run_1/met1.png
(4 px per µm)
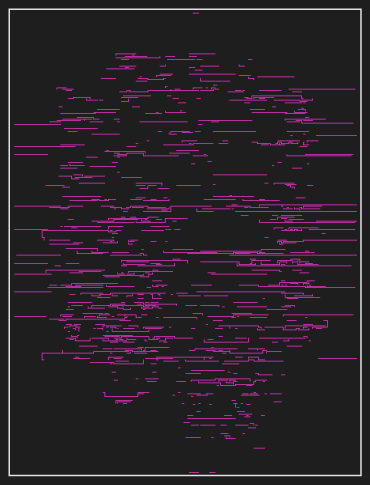
run_1/drive_strength.png
(3 px per µm)
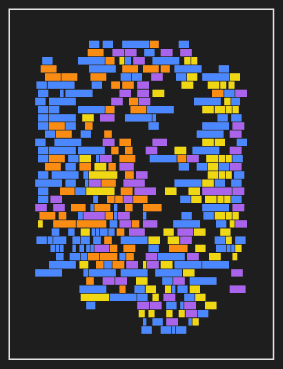
run_1/final_congestion.png
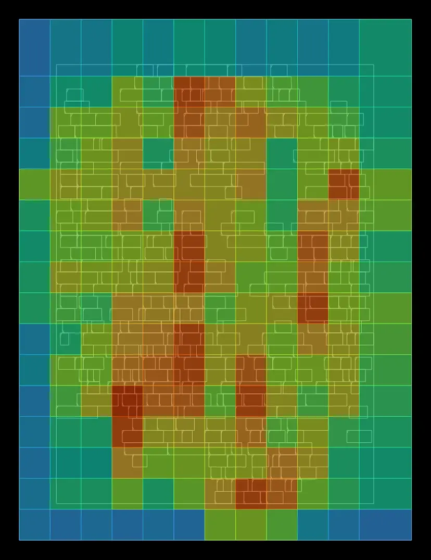
run_1/zoom.png
Region (9, 75) to (34, 100) µm. Cells in gray, sequential cells in the stronger gray; small squares are vias.
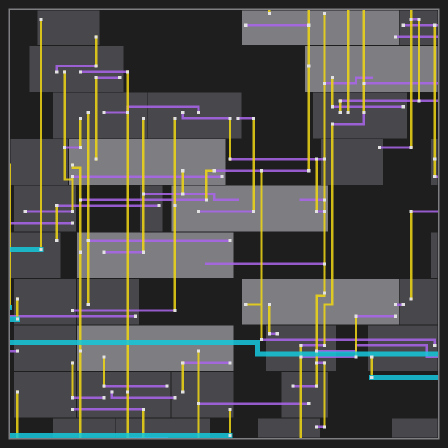
Design z80_bus_sequencer, sky130hd; sources not shown.
==> qor.yml, run 1 <==
cells_and_area:
  non_clock_buffer_area_share: 0.360
  fillers: 598
  ff_count: 41
  sh_comb_area: 0.324
  final_cells: 428
  clock_area_frac: 0.0200
  combGateArea_um2: 1300
  layout_top_cell: "clkdlybuf4s50_1"
  diodes: 0
  seq_share: 0.257
worst_setup_path:
  cp_slowest_cell: "dfrtp_2"
  cp-start-kind: "register"
  r2r_slack_ns: -0.26
  cp_slowest_stage_delay_ns: 0.41
  cp_max_fo: 4
  rr_worst_depth: 8
  worstPathRequired_ns: 1.44
power:
  clockPowerShare: 0.084
  vdd_drop_max_v: 0.00109
  combPwrFrac: 0.677
  totalPowerFinal_mw: 7.36
  power.group.top: "combinational cells"
  p_seq_frac: 0.239
  comb-power_mw: 4.99
  seq-power_mw: 1.76
  cellLeakagePower_nw: 1.81
placed_design:
  placed_area_um2: 3340
  dp_cells: 386
  pre_cts_ws_ns: -0.871
status:
  violations: "negative setup slack"
  status: "finished, violations left"
final_timing:
  fmax_mhz: 468
  setup_viol: 42
  setup_ws_ns: -0.438
  worst_slew_pin_slew_ns: 0.767
  layout_min_cycle_time_ns: 2.14
synth:
  simple_gate_area_frac: 0.187
  top_logic_kind: "multiplexers"
  synthAoiAreaFrac: 0.0727
  yosysUniqueCellTypes: 34
  syn-cell-area_um2: 2150
  ys_sh_mux: 0.211
clocking:
  cts_sinks: 41
  path_clk_slew_ns: 0.08
  cts_resized: 209
  numCtsBuffers: 5
  clk_path_buf_depth: 2
run:
  openroad.warnings: 29
global_routing:
  use_met2: 0.259
  use_met3: 0.0465
  busiest_layer: "met2"
floorplanning:
  n_tap_cell: 95
  die_area_um2: 10200
  fp_util: 0.310
detailed_routing:
  first_pass_iters: 3
  route.detailed.drc: 0
  met3WireLength_um: 495
  dr_wl_met2_um: 3800
  drtIter0Drc: 44
-- met1.png (at the start) --
The layer carries 2,700 µm of wire. 338 nets have wire on it.
DR vias: 1,999
final WL: 7030 µm
met1 Use GR: 0.147

-- drive_strength.png (at the start) --
Key: drive 6 and up = purple [cells 58]; drive 3 to 4 = orange [cells 58]; drive 2 = yellow [cells 70]; drive 1 or less = blue [cells 147]
setup ws final: -0.438 ns
bufs w/o clock: 139
final non-filler cell area: 4000 µm²

-- final_congestion.png (at the start) --
gr usage total: 0.140
DR WL/cell: 16.4 µm

-- zoom.png (at the start) --
Key: met1 = purple; met2 = yellow; met3 = cyan
Most frequent: dfrtp_1 (7). 28 logic cells have their middle in the window. Sequential cells in the window: 7.

==> run 2: changes to the inputs <==
Settings changed: CTS_CLUSTER_DIAMETER set to 50, HOLD_SLACK_MARGIN set to 0.06.
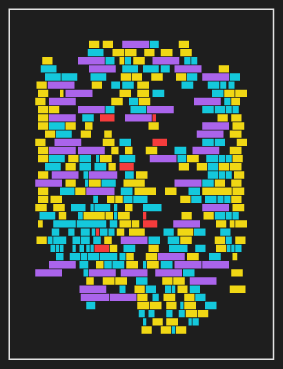
run_2/cell_classes.png
(3 px per µm)
Key: other buffers and delay cells = yellow [cells 139, share of their area 37%]; flip-flops = purple [cells 41, share of their area 27%]; all other logic = cyan [cells 145, share of their area 34%]; clock drivers and dummy loads = red [cells 8, share of their area 2.1%]
Core ar.: 6940 µm²
sequential share of cell area: 0.257
Row Count: 36
utilization after layout: 0.577

==> qor.yml, run 2 <==
status:
  status: "finished, violations left"
  violations: "negative setup slack"
cells_and_area:
  non_clock_buffer_area_share: 0.360  # unchanged
  areaGrowthSynthToFinish_pct: 86.0
  largest_reg_flops: 16
  diodes: 0  # unchanged
  n_all_buffers: 139  # unchanged
  clock_area_frac: 0.0200  # unchanged
  layout_top_cell: "clkdlybuf4s50_1"
  ff_count: 41  # unchanged
  final_cells: 428  # unchanged
  combGateArea_um2: 1300  # unchanged
  sh_comb_area: 0.324  # unchanged
  finish.instance_area_um2: 4000  # unchanged
  logic_gates: 138
worst_setup_path:
  cp-start-kind: "register"
  worstPathRequired_ns: 1.44  # about the same
  cp.arrival_ns: 1.88
  path_cells: "or3_4 > nor3_4 > buf_6 > buf_6 > buf_6 > nand2_2 > nand2_2 > buf_6"
  cp_max_fo: 4  # unchanged
  cp_slowest_cell: "dfrtp_2"
detailed_routing:
  first_pass_iters: 3  # unchanged
  vias: 1999  # unchanged
  met3WireLength_um: 495  # unchanged
  dr_wl_met2_um: 3800  # unchanged
  drtIter0Drc: 44  # unchanged
  wire_per_inst_um: 16.4  # unchanged
  wirelength_um: 7030  # unchanged
power:
  internal_power_mw: 4.65
  p_seq_frac: 0.239  # about the same
  totalPowerFinal_mw: 7.36  # unchanged
  cellLeakagePower_nw: 1.81  # unchanged
  seq-power_mw: 1.76  # about the same
  clockPowerShare: 0.084  # about the same
  comb-power_mw: 4.99  # about the same
global_routing:
  grt.total_usage: 0.140  # unchanged
  grt_overflow: 0
  grtUsageMet1: 0.147  # unchanged
synth:
  ys_sh_mux: 0.211  # unchanged
  yosysUniqueCellTypes: 34  # unchanged
  syn-cell-area_um2: 2150  # unchanged
  ys_warn_count: 0
  top_logic_kind: "multiplexers"
  synthAoiAreaFrac: 0.0727  # unchanged
clocking:
  numCtsBuffers: 5  # unchanged
  cts_resized: 209  # unchanged
  clkLatencyLatePin_ns: 0.29
  path_clk_slew_ns: 0.08  # about the same
floorplanning:
  die_area_um2: 10200  # unchanged
  n_tap_cell: 95  # unchanged
final_timing:
  setup_ws_ns: -0.438  # unchanged
  worst_slew_pin_slew_ns: 0.767  # unchanged
  fmax_mhz: 468  # unchanged
  setup_viol: 42  # unchanged
placed_design:
  placed_area_um2: 3340  # unchanged
  pre_cts_ws_ns: -0.871  # unchanged
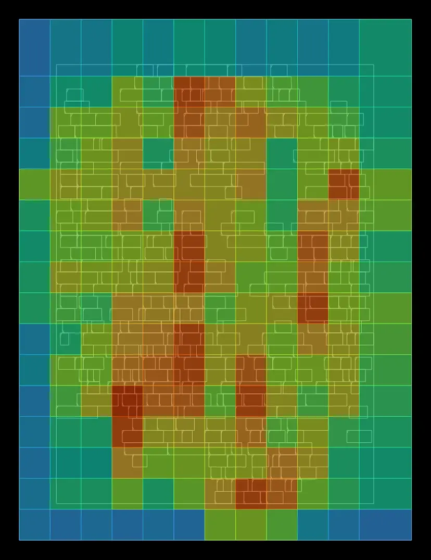
run_2/final_congestion.png
grt peak-use layer: met2
GR Util met2: 0.259
GR Util met3: 0.0465

Power figures rest on the tool's default switching activity, not on a simulated workload.
